Figure 1. Routing congestion (run 1).
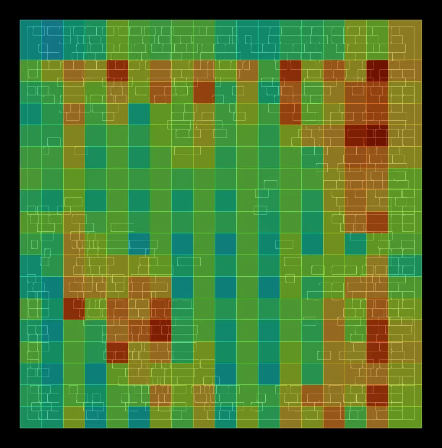
Figure 2. Signal metal coverage by tile (run 1).
Bar = 50 µm. The die is cut into 26 by 26 equal tiles; dark purple is low, yellow is high, scaled to the fullest tile. Values are wire area over tile area, all layers added.
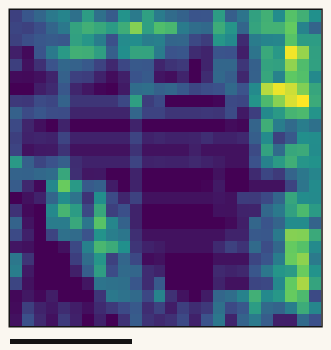
Figure 3. I/O nets highlighted (run 1).
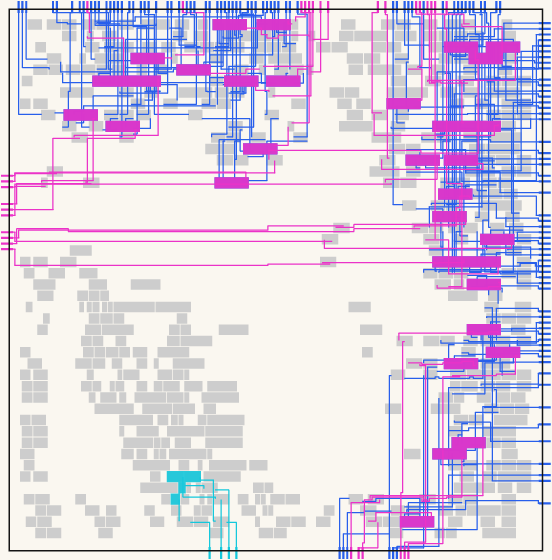
Figure 4. Cells colored by class (run 1).
Bar = 50 µm.
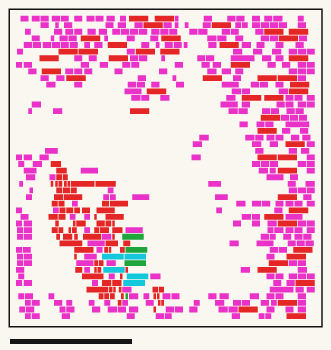
## src/rtl/multicore_system_arb_pkg.sv

```systemverilog
// Shared helpers for the multicore system arbiters: priority rotation and
// one-hot decoding, sized for up to MAX_MASTERS requesters.
package multicore_system_arb_pkg;

  localparam int unsigned MAX_MASTERS = 8;
  localparam int unsigned DEF_DATA_W  = 32;
  localparam int unsigned BE_W        = DEF_DATA_W / 8;

  // Lowest set bit wins if more than one bit is set; callers pass a one-hot vector.
  function automatic logic [2:0] onehot_to_idx(input logic [MAX_MASTERS-1:0] oh);
    logic [2:0] idx;
    idx = '0;
    for (int i = MAX_MASTERS - 1; i >= 0; i--) begin
      if (oh[i]) idx = 3'(i);
    end
    return idx;
  endfunction

  // Rotate the low n bits of v right by sh so bit 0 of the result is request sh.
  function automatic logic [MAX_MASTERS-1:0] rotate_prio(input logic [MAX_MASTERS-1:0] v,
                                                         input int unsigned sh,
                                                         input int unsigned n);
    logic [MAX_MASTERS-1:0] r;
    int unsigned            src;
    r = '0;
    for (int unsigned i = 0; i < MAX_MASTERS; i++) begin
      if (i < n) begin
        src = i + sh;
        if (src >= n) src = src - n;
        r[i] = v[src];
      end
    end
    return r;
  endfunction

endpackage

```

## src/rtl/multicore_system_arb_rr_picker.sv

```systemverilog
// Combinational round-robin picker: first valid request at or after ptr,
// returned as both a one-hot grant and an index.
module multicore_system_rr_picker
  import multicore_system_arb_pkg::*;
#(
  parameter int unsigned N    = 4,
  parameter int unsigned IdxW = 2
) (
  input  logic [N-1:0]    req,
  input  logic [IdxW-1:0] ptr,
  output logic [N-1:0]    grant,
  output logic [IdxW-1:0] grant_idx,
  output logic            grant_valid
);

  logic [MAX_MASTERS-1:0] req_ext;
  logic [MAX_MASTERS-1:0] req_rot;
  logic [MAX_MASTERS-1:0] first;
  int unsigned            idx;

  always_comb begin
    req_ext        = '0;
    req_ext[N-1:0] = req;
    req_rot        = rotate_prio(req_ext, 32'(ptr), N);
    // Isolate the lowest set bit of the rotated vector.
    first          = req_rot & (~req_rot + MAX_MASTERS'(1));
    idx            = 32'(ptr) + 32'(onehot_to_idx(first));
    if (idx >= N) idx = idx - N;
    grant_valid    = |req_rot;
    grant_idx      = IdxW'(idx);
    grant          = '0;
    if (grant_valid) grant[grant_idx] = 1'b1;
  end

endmodule

```

## src/rtl/multicore_system_ram_port_arbiter.sv

```systemverilog
// Round-robin arbiter sharing the s2 port of a 4096x32 on-chip RAM between
// Avalon-MM masters; reads return one cycle after grant on a per-master strobe.
module multicore_system_ram_port_arbiter
  import multicore_system_arb_pkg::*;
#(
  parameter int unsigned NUM_MASTERS = 4,
  parameter int unsigned ADDR_W      = 12,
  parameter int unsigned DATA_W      = 32
) (
  input  logic                            clk,
  input  logic                            reset,
  input  logic                            reset_req,
  input  logic [NUM_MASTERS*ADDR_W-1:0]   m_address,
  input  logic [NUM_MASTERS-1:0]          m_read,
  input  logic [NUM_MASTERS-1:0]          m_write,
  input  logic [NUM_MASTERS*DATA_W/8-1:0] m_byteenable,
  input  logic [NUM_MASTERS*DATA_W-1:0]   m_writedata,
  output logic [NUM_MASTERS-1:0]          m_waitrequest,
  output logic [DATA_W-1:0]               m_readdata,
  output logic [NUM_MASTERS-1:0]          m_readdatavalid,
  output logic [ADDR_W-1:0]               ram_address,
  output logic                            ram_chipselect,
  output logic                            ram_write,
  output logic [DATA_W/8-1:0]             ram_byteenable,
  output logic [DATA_W-1:0]               ram_writedata,
  output logic                            ram_clken,
  input  logic [DATA_W-1:0]               ram_readdata
);

  localparam int unsigned IdxW = $clog2(NUM_MASTERS);
  localparam int unsigned BeW  = DATA_W / 8;

  logic [NUM_MASTERS-1:0] req;
  logic [NUM_MASTERS-1:0] grant;
  logic [IdxW-1:0]        grant_idx;
  logic                   grant_valid;
  logic [IdxW-1:0]        sel;
  logic [IdxW-1:0]        ptr;
  logic                   rd_pend;
  logic [IdxW-1:0]        rd_id;

  // Clock-enable gating and reset both suppress arbitration entirely.
  assign req = (reset | reset_req) ? '0 : (m_read | m_write);

  multicore_system_rr_picker #(
    .N    (NUM_MASTERS),
    .IdxW (IdxW)
  ) u_picker (
    .req         (req),
    .ptr         (ptr),
    .grant       (grant),
    .grant_idx   (grant_idx),
    .grant_valid (grant_valid)
  );

  // Idle cycles park the RAM port on master ptr's signals.
  assign sel = grant_valid ? grant_idx : ptr;

  always_comb begin
    ram_address     = m_address[32'(sel)*ADDR_W +: ADDR_W];
    ram_byteenable  = m_byteenable[32'(sel)*BeW +: BeW];
    ram_writedata   = m_writedata[32'(sel)*DATA_W +: DATA_W];
    ram_chipselect  = grant_valid;
    ram_write       = grant_valid & m_write[sel];
    ram_clken       = ~reset_req;
    m_waitrequest   = ~grant;
    m_readdata      = ram_readdata;
    m_readdatavalid = '0;
    if (rd_pend) m_readdatavalid[rd_id] = 1'b1;
  end

  always_ff @(posedge clk or posedge reset) begin
    if (reset) begin
      ptr     <= '0;
      rd_pend <= 1'b0;
      rd_id   <= '0;
    end else begin
      // Write wins when a master raises both read and write.
      rd_pend <= grant_valid & m_read[grant_idx] & ~m_write[grant_idx];
      if (grant_valid) begin
        rd_id <= grant_idx;
        ptr   <= (grant_idx == IdxW'(NUM_MASTERS - 1)) ? '0 : grant_idx + IdxW'(1);
      end
    end
  end

endmodule

```

## config.mk

```make
export PLATFORM = sky130hd
export DESIGN_NAME = multicore_system_ram_port_arbiter
export DESIGN_NICKNAME = d
export VERILOG_FILES = /design/src/rtl/multicore_system_arb_pkg.sv /design/src/rtl/multicore_system_arb_rr_picker.sv /design/src/rtl/multicore_system_ram_port_arbiter.sv
export SDC_FILE = /design/constraint.sdc
export NUM_CORES = 1
export LEC_CHECK = 0
export ABC_AREA = 0
export CAP_MARGIN = 20
export CORE_AREA = 2 2 126 128
export DETAILED_ROUTE_END_ITERATION = 10
export DIE_AREA = 0 0 128 130
export GPL_TIMING_DRIVEN = 0
export MAX_ROUTING_LAYER = met4
export SETUP_SLACK_MARGIN = 0.3
export SLEW_MARGIN = 20
export SYNTH_ARGS = -nofsm -noshare
export SYNTH_HDL_FRONTEND = slang
export SYNTH_SLANG_ARGS = --single-unit
```

## constraint.sdc

```tcl
create_clock -name clk -period 4.3 [get_ports clk]
set_clock_uncertainty 0.15 [all_clocks]
set_input_delay 0.86 -clock clk [delete_from_list [all_inputs] [get_ports clk]]
set_output_delay 0.86 -clock clk [all_outputs]
set_load 0.02 [all_outputs]
```

==> impl_metrics.env, run 1 <==
# physical design summary
export IMPL_fmax_ghz=0.225
export IMPL_ys_area_um2=2100
export IMPL_floorplan_die_width_um=128
export IMPL_worst_skew_pair_late_latency_ns=0.22
export IMPL_r2r_worst_path_cells=17
export IMPL_power_switching_w=0.00136
export IMPL_cts_root_buffer_cell="clkbuf_16"
export IMPL_dp_hpwl_um=12300
export IMPL_dpl_worst_slack_ns=-1.39
export IMPL_netlist_area_um2=2100
export IMPL_ys_sh_simple=0.126
export IMPL_cts_setup_buffers=22
export IMPL_synthesis_yosys_warnings=0
export IMPL_timing_final_crit_share=1.04
export IMPL_power_share_combinational=0.923
export IMPL_crit_path_cell_trace="buf_4 -> nor2_4 -> buf_4 -> nand3_2 -> o311ai_4 -> o21ai_2 -> a31oi_4 -> ha_4 -> buf_8 -> mux2i_4 -> buf_12 -> buf_12 -> buf_12 -> mux4_2 -> buf_6"
export IMPL_synthesized_area_fraction_occupied_by_adder_cells=0.0119
export IMPL_peakVddDrop_uv=166
export IMPL_clk_transition_reported_paths_ns=0.03
export IMPL_globalRouteOverflowTotal=0
export IMPL_cts_hold_buffers_added=0
export IMPL_timing_worst_slew_pin_value_ns=0.502
export IMPL_cpPeakStageDelay_ns=0.56
export IMPL_crit_path_frequent_cell="buf_12"
export IMPL_flop_cell="dfrtp_1"
export IMPL_clock_group_share_of_total_power=0.048
export IMPL_violations="negative setup slack"
export IMPL_via_per_inst=4.30
export IMPL_netlist_top_cells_count="mux4_2 (39), buf_4 (36), nand2_1 (12)"
export IMPL_whs_endpoint="rd_id[0]"
export IMPL_register_area_um2=125
export IMPL_clockBufferDepth=2
export IMPL_hold_worst_slack_ns=0.415
export IMPL_cp_startpoint="m_read[0]"
export IMPL_ys_flops=5
export IMPL_cts_num_sinks=5
export IMPL_final_critical_path_setup_slack_ns=-0.153
export IMPL_routed_wl_met3_um=1200
export IMPL_synthTopCellsByArea="mux4_2 (42%), buf_4 (13%), mux4_1 (11%), dfrtp_1 (6.0%), nand2_1 (2.1%)"
export IMPL_cts_buffers=3
export IMPL_path_class="primary input to output pin"
export IMPL_critical_path_reg2reg_endpoint="ptr[0]"
export IMPL_fill_cells=1488
export IMPL_fp_util=0.136
export IMPL_status="finished, violations left"
export IMPL_synth_dominant_cell_count="mux4_2"
export IMPL_crit_path_drt_ns=3.29
export IMPL_setup_worst_path_end="ram_writedata[7]"
export IMPL_synth_top_area_share=0.419
export IMPL_yosys_stat_seqShare=0.0596
export IMPL_grt_util_met3=0.0340
export IMPL_sort_of_element_at_the_start_of_the_critical_path="primary input"
export IMPL_power_share_sequential=0.029
export IMPL_synth_stat_cells=179
export IMPL_num_antenna_cells=0
export IMPL_p_leak_nw=2.36
export IMPL_cts_tree="done"
export IMPL_synthAoiAreaFrac=0.0871
export IMPL_timing_max_transition_violations_final=0
export IMPL_post_synthesis_net_count=416
export IMPL_finalHoldViolCount=0
export IMPL_grt_pass1_wl_um=19400
export IMPL_syn_area_per_cell_um2=11.7
export IMPL_initial_antenna_violation_count=0
export IMPL_finalCriticalPeriod_ns=4.45
export IMPL_r2r_setup_slack_ns=0.80
export IMPL_die_h_um=130
export IMPL_warnings=29
export IMPL_path_depth=15
export IMPL_antenna_violating_nets_post_route=0
export IMPL_drcViolationCount=0
export IMPL_worstReg2RegStart="ptr[0]"
export IMPL_critical_path_arrival_ns=3.44
export IMPL_async_reset_ff_frac=1.00
export IMPL_unrepaired_setup_endpoints_after_global_routing="true"
export IMPL_detailed_router_s_first_iteration_violation_count=125
export IMPL_timing_hold_worst_start="rd_id[0]"
export IMPL_die_ar_um2=16600
export IMPL_timing_final_setup_violations=48
export IMPL_drt_total_wl_um=14600
export IMPL_post_cts_resized=402
export IMPL_powerDensity_nw_per_um2=532
export IMPL_worst_hold_path_type="register to register"
export IMPL_topRoutingLayerUsed="met4"
export IMPL_syn_instance_count=179
export IMPL_number_of_flops_mapped_to_enable_cells_by_yosys=0
export IMPL_crit_path_end_kind="output pin"
export IMPL_cts_h_tree_lvls=1
export IMPL_top_logic_kind="multiplexers"
export IMPL_area_combinational_um2=1770
export IMPL_syn_to_final_growth_pct=185
export IMPL_buf_inv_on_cp=7
export IMPL_synth_area_mux_share=0.542
export IMPL_largest_net_degree_at_the_start_of_global_routing=11
export IMPL_synth_lib_cells_used_distinct=39
export IMPL_detailroute_wirelength_met2_um=7590
export IMPL_slew_limit_headroom=0.665
export IMPL_switching_power_share_of_the_total=0.429
export IMPL_cp_top_family="buffers and inverters"
export IMPL_timing_setup_tns_ns=-4.46
export IMPL_final_nets=742
export IMPL_first_pass_drt_iterations=4
export IMPL_place_gp_congestion=0.824
export IMPL_ys_sh_xor=0.00417
export IMPL_timing_critical_path_fanout_max=6
export IMPL_drive_above_1_share=0.431
export IMPL_met1_length_um=5750
export IMPL_number_of_global_route_vias_before_repair=3105
export IMPL_synth_top_cell_by_area="mux4_2"
export IMPL_maxCapViolCount=0
export IMPL_timing_hold_worst_path_depth=2
export IMPL_master_of_the_slowest_instance_on_the_critical_path="mux4_2"
export IMPL_power_report_internal_total_w=0.00181
export IMPL_placement_cell_area_um2=5290
## Picture notes: Figure 1
met1 global-route usage: 0.195
share of the core filled with cells in the final layout: 0.387
per-cell routed wire length: 21.0 µm
routing usage on met2: 0.282
most used routing layer in global routing: met2

## Picture notes: Figure 2
- fullest tile: 0.55
- emptiest ninth of the die: middle
- nearly empty tiles: 14%
routed via count: 2,996
global router's overall resource usage: 0.160

## Picture notes: Figure 3
- magenta: ram_writedata (bits 32; direction output; end cells 32; wire 1,990 µm)
- cyan: m_waitrequest (bits 4; direction output; end cells 4; wire 86.1 µm)
- blue: m_writedata (bits 128; direction input; end cells 32; wire 4,700 µm)
# IOs: 326
count of buffers inserted at the top-level ports: 293

## Picture notes: Figure 4
- magenta: other buffers and delay cells (cells 366; share of their area 65%)
- red: combinational and other logic (cells 129; share of their area 32%)
- cyan: flops (cells 5; share of their area 2.2%)
- green: clock drivers and dummy loads (cells 4; share of their area 1.4%)
sequential share of cell area: 0.0210
post-route cell area: 5970 µm²
Floorplan Core Area: 15,400 µm²
number of placement rows: 46

==> run 1: sequential cells by signal, summed over array words and instances (netlist names) <==
signal,cells
ptr,2
rd_id,2
rd_pend,1
==> run 1: cells in the final DEF, fill, tap and decap left out, types with 2 or more instances in the layout <==
cell type,instances
a211oi_2,2
a31oi_4,3
buf_12,11
buf_16,3
buf_2,13
buf_4,51
buf_6,50
buf_8,5
clkbuf_16,3
clkdlybuf4s50_1,230
dfrtp_1,5
ha_4,2
inv_1,6
inv_4,2
mux4_2,48
nand2_1,10
nand2_2,3
nand3_1,3
nor2_1,6
nor2_4,3
nor3_1,2
nor3b_1,3
nor4_4,2
o21ai_0,3
or2_4,2
or3_4,3
or4_1,4
==> run 1: logic make-up (layout without fill, tap and decap cells) <==
kind of cell             after synthesis  after routing
AND-OR/OR-AND                         21             21
XOR/XNOR                               1              1
adder cells (fa/ha/maj)                2              2
buffers and inverters                 53            378
flip-flops                             5              5
multiplexers                          49             49
AND/OR/NAND/NOR                       48             48
==> run 1: per-stage QoR <==
step,instances,power (W)
floorplan,179,0.00143
global placement,664,0.00247
detailed placement,664,0.00247
CTS,693,0.00316
global route,696,0.00334
finish,696,0.00318
==> run 1: cell type report <==
cell class / instances / share of cell area
Buffer: 45 / 0.0733
Timing Repair Buffer: 321 / 0.550
Multi-Input combinational cell: 121 / 0.297
Sequential cell: 5 / 0.0210
Inverter: 8 / 0.00587
Tap cell: 192 / 0.0402
Clock buffer: 4 / 0.0132
==> run 1: power groups by stage <==
stage	clock [W]	sequential (W)	combinational (W)
detailed placement	0	0.0000862	0.00239
global placement	0	0.0000844	0.00239
finish	0.000152	0.0000917	0.00293
CTS	0.000153	0.0000889	0.00292
global route	0.000159	0.0000959	0.00309
floorplan	0	0.0000800	0.00135
==> run 2, diff against run 1 <==
==> constraint.sdc (replaced) <==
create_clock -name clk -period 4.3 [get_ports clk]
set_clock_uncertainty 0.15 [all_clocks]
set_input_delay 0.86 -clock clk [delete_from_list [all_inputs] [get_ports clk]]
set_output_delay 0.86 -clock clk [all_outputs]
set_load 0.05 [all_outputs]
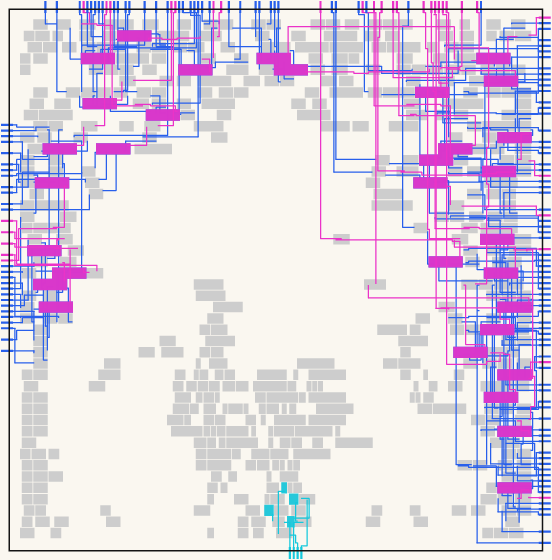
Figure 5: run 2, I/O nets highlighted.
- blue: m_writedata (bits 128; direction input; end cells 32; wire 3,730 µm)
- magenta: ram_writedata (bits 32; direction output; end cells 32; wire 1,520 µm)
- cyan: m_waitrequest (bits 4; direction output; end cells 4; wire 63.3 µm)

==> run 2 against run 1 <==
  * The flow still finishes with violations (negative setup slack)
  * Sequential power is 5.5% lower
  * Combinational power is 22% higher
  * Register-to-register slack better by 0.26 ns
  * Critical endpoint is now ram_writedata[16]
  * Clock-buffer cell count stayed put
  * Maximum frequency is 0.35% lower
  * Largest cell class unchanged
  * Die size stayed put
  * Cell count is 0.29% lower
  * Sequential share of layout area hardly changed
  * First-iteration DRC count is 2.4% lower
  * Hold slack worse by 0.0020 ns
==> impl_metrics.env, run 2 <==
# physical design summary
export IMPL_status="finished, violations left"
export IMPL_violations="negative setup slack"
export IMPL_globalRouteTotalUtil=0.138
export IMPL_placement_cell_area_um2=5300
export IMPL_power_switching_w=0.00194
export IMPL_number_of_placement_rows=46
export IMPL_sort_of_element_at_the_start_of_the_critical_path="primary input"
export IMPL_postLayoutCellArea_um2=5940
export IMPL_syn_to_final_growth_pct=183
export IMPL_cts_hold_buffers_added=0
export IMPL_die_ar_um2=16600
export IMPL_synth_stat_cells=179
export IMPL_worst_skew_pair_late_latency_ns=0.22
export IMPL_syn_area_per_cell_um2=11.7
export IMPL_timing_max_transition_violations_final=0
export IMPL_fill_cells=1517
export IMPL_power_share_sequential=0.023
export IMPL_worstReg2RegStart="ptr[0]"
export IMPL_fin_util=0.385
export IMPL_comb_cell_power_w=0.00357
export IMPL_r2r_worst_path_cells=15
export IMPL_synthTopCellsByArea="mux4_2 (42%), buf_4 (13%), mux4_1 (11%), dfrtp_1 (6.0%), nand2_1 (2.1%)"
export IMPL_clockBufferDepth=2
export IMPL_power_group_top="combinational cells"
export IMPL_timing_final_crit_share=1.04
export IMPL_layout_top_cell="clkdlybuf4s50_1"
export IMPL_critical_path_arrival_ns=3.46
export IMPL_synth_top_cell_by_area="mux4_2"
export IMPL_grt_pass1_wl_um=17100
export IMPL_dp_hpwl_um=10700
export IMPL_yosys_stat_seqShare=0.0596
export IMPL_routed_via_count=2933
export IMPL_first_pass_drt_iterations=4
export IMPL_cts_h_tree_lvls=1
export IMPL_timing_hold_worst_start="rd_id[0]"
export IMPL_r2r_setup_slack_ns=1.06
export IMPL_cts_num_sinks=5
export IMPL_total_power_of_the_final_layout_w=0.00381
export IMPL_port_buffers=293
export IMPL_async_reset_ff_frac=1.00
export IMPL_die_h_um=130
export IMPL_fp_util=0.136
export IMPL_peakVddDrop_uv=263
export IMPL_buf_inv_on_cp=6
export IMPL_timing_final_setup_violations=50
export IMPL_finalCriticalPeriod_ns=4.47
export IMPL_power_report_internal_total_w=0.00187
export IMPL_timing_worst_slew_pin_value_ns=0.529
export IMPL_ys_flops=5
export IMPL_finish_cell_count_without_fillers=694
export IMPL_finalHoldViolCount=0
export IMPL_initial_antenna_violation_count=1
export IMPL_via_per_inst=4.23
export IMPL_dpl_worst_slack_ns=-1.45
export IMPL_crit_path_drt_ns=3.29
export IMPL_place_gp_congestion=0.766
export IMPL_whs_endpoint="rd_id[0]"
export IMPL_floorplan_io_pins=326
export IMPL_clock_net_power_w=0.000150
export IMPL_globalRouteOverflowTotal=0
export IMPL_timing_hold_worst_path_depth=2
export IMPL_synthesis_yosys_warnings=0
export IMPL_netlist_top_cells_count="mux4_2 (39), buf_4 (36), nand2_1 (12)"
export IMPL_number_of_flops_mapped_to_enable_cells_by_yosys=0
export IMPL_netlist_area_um2=2100
export IMPL_power_share_combinational=0.938
export IMPL_synth_lib_cells_used_distinct=39
export IMPL_floorplan_core_area_um2=15400
export IMPL_switching_power_share_of_the_total=0.509
export IMPL_crit_path_cell_trace="buf_8 -> or2_4 -> o311ai_2 -> o21ai_1 -> a31oi_1 -> ha_1 -> clkbuf_8 -> mux2i_4 -> buf_12 -> buf_12 -> buf_16 -> mux4_2 -> buf_8"
export IMPL_warnings=29
export IMPL_cp_top_family="buffers and inverters"
export IMPL_placed_cells_incl_taps=664
export IMPL_gr_max_usage_layer="met2"
export IMPL_floorplan_die_width_um=128
export IMPL_timing_critical_path_fanout_max=5
export IMPL_number_of_global_route_vias_before_repair=3073
export IMPL_powerDensity_nw_per_um2=642
export IMPL_worst_hold_path_type="register to register"
export IMPL_hold_worst_slack_ns=0.413
export IMPL_maxCapViolCount=0
export IMPL_detailed_router_s_first_iteration_violation_count=122
export IMPL_drcViolationCount=0
export IMPL_slew_limit_headroom=0.646
export IMPL_register_area_um2=125
export IMPL_path_class="primary input to output pin"
export IMPL_power_sequential_w=0.0000867
export IMPL_post_synthesis_net_count=416
export IMPL_ys_area_um2=2100
export IMPL_clock_group_share_of_total_power=0.039
export IMPL_antenna_violating_nets_post_route=0
export IMPL_synth_top_area_share=0.419
export IMPL_final_nets=739
export IMPL_cts_root_buffer_cell="clkbuf_16"
export IMPL_clk_transition_reported_paths_ns=0.03
export IMPL_cts_tree="done"
export IMPL_final_critical_path_setup_slack_ns=-0.169
export IMPL_largest_net_degree_at_the_start_of_global_routing=11
export IMPL_syn_instance_count=179
export IMPL_biggest_regs="ptr: 2 flops, rd_id: 2 flops, rd_pend: 1 flops"
export IMPL_timing_setup_tns_ns=-5.34
export IMPL_cpPeakStageDelay_ns=0.56
export IMPL_cts_buffers=3
export IMPL_global_route_usage_met2=0.253
export IMPL_p_leak_nw=2.34
export IMPL_unrepaired_setup_endpoints_after_global_routing="true"
export IMPL_grt_util_met3=0.0226
export IMPL_area_combinational_um2=1670
export IMPL_flop_cell="dfrtp_1"
export IMPL_detail_route_wl_per_cell_um=18.2
export IMPL_drt_total_wl_um=12600
export IMPL_final_layout_top_logic_cells="clkdlybuf4s50_1 (231), buf_6 (53), buf_4 (48), mux4_2 (48)"
export IMPL_synth_dominant_cell_count="mux4_2"
export IMPL_grt_use_met1=0.160
export IMPL_drive_above_1_share=0.403
export IMPL_fmax_ghz=0.224
export IMPL_master_of_the_slowest_instance_on_the_critical_path="mux4_2"
export IMPL_critical_path_reg2reg_endpoint="ptr[0]"
export IMPL_crit_path_end_kind="output pin"
run 2: cell types whose count changed in the layout (fill, tap and decap cells not counted), sizes merged:
cell / change
dlymetal6s2s: -1
clkdlybuf4s50: +1
buf: -7
clkbuf: +3
dlygate4sd2: +1
diode: +1
run 2: timing repair:
action | in CTS | in global routing
hold endpoints to repair | 0 | 0
resized | 441 | 20
setup buffers | 20 | 1
cloned | 2 | 2
endpoints found under the setup margin | 54 | 53
pin swaps | 10 | 8
run 2: logic make-up (layout without fill, tap and decap cells):
family / Yosys count / count (layout) / share of synthesized area
buffers and inverters: 53 / 375 / 0.169
XOR/XNOR: 1 / 1 / 0.00417
flip-flops: 5 / 5 / 0.0596
AND-OR/OR-AND: 21 / 21 / 0.0871
multiplexers: 49 / 49 / 0.542
AND/OR/NAND/NOR: 48 / 48 / 0.126
other: 0 / 1 / 0
adder cells (fa/ha/maj): 2 / 2 / 0.0119
run 2: layout make-up:
type / instances / area share
inverters: 8 / 0.00548
well taps: 192 / 0.0405
clock buffers: 4 / 0.0133
diodes: 1 / 0.000421
multi-input cells: 121 / 0.282
repair buffers: 318 / 0.566
flip-flops and latches: 5 / 0.0211
plain buffers: 45 / 0.0712
run 2: worst max path at each step:
stage / from / end / slack (ns) / cells past startpoint
6_report: m_write[1] / ram_writedata[16] / -0.17 / 13
5_1_grt: m_write[1] / ram_writedata[30] / -0.27 / 13
4_1_cts: m_write[1] / ram_writedata[30] / -0.18 / 13
3_5_place_dp: m_write[0] / ram_writedata[30] / -1.45 / 11
3_3_place_gp: m_write[0] / ram_writedata[30] / -1.41 / 11
2_1_floorplan: m_read[1] / ram_address[0] / 0.15 / 9
run 2: routing by layer:
layer,up-vias,part of all wire
li1,1353,-
met1,1384,0.37
met2,192,0.54
met3,4,0.085
met4,0,0.0077
met5,-,0
No activity file was given, so power comes from the tool's default toggle rates.
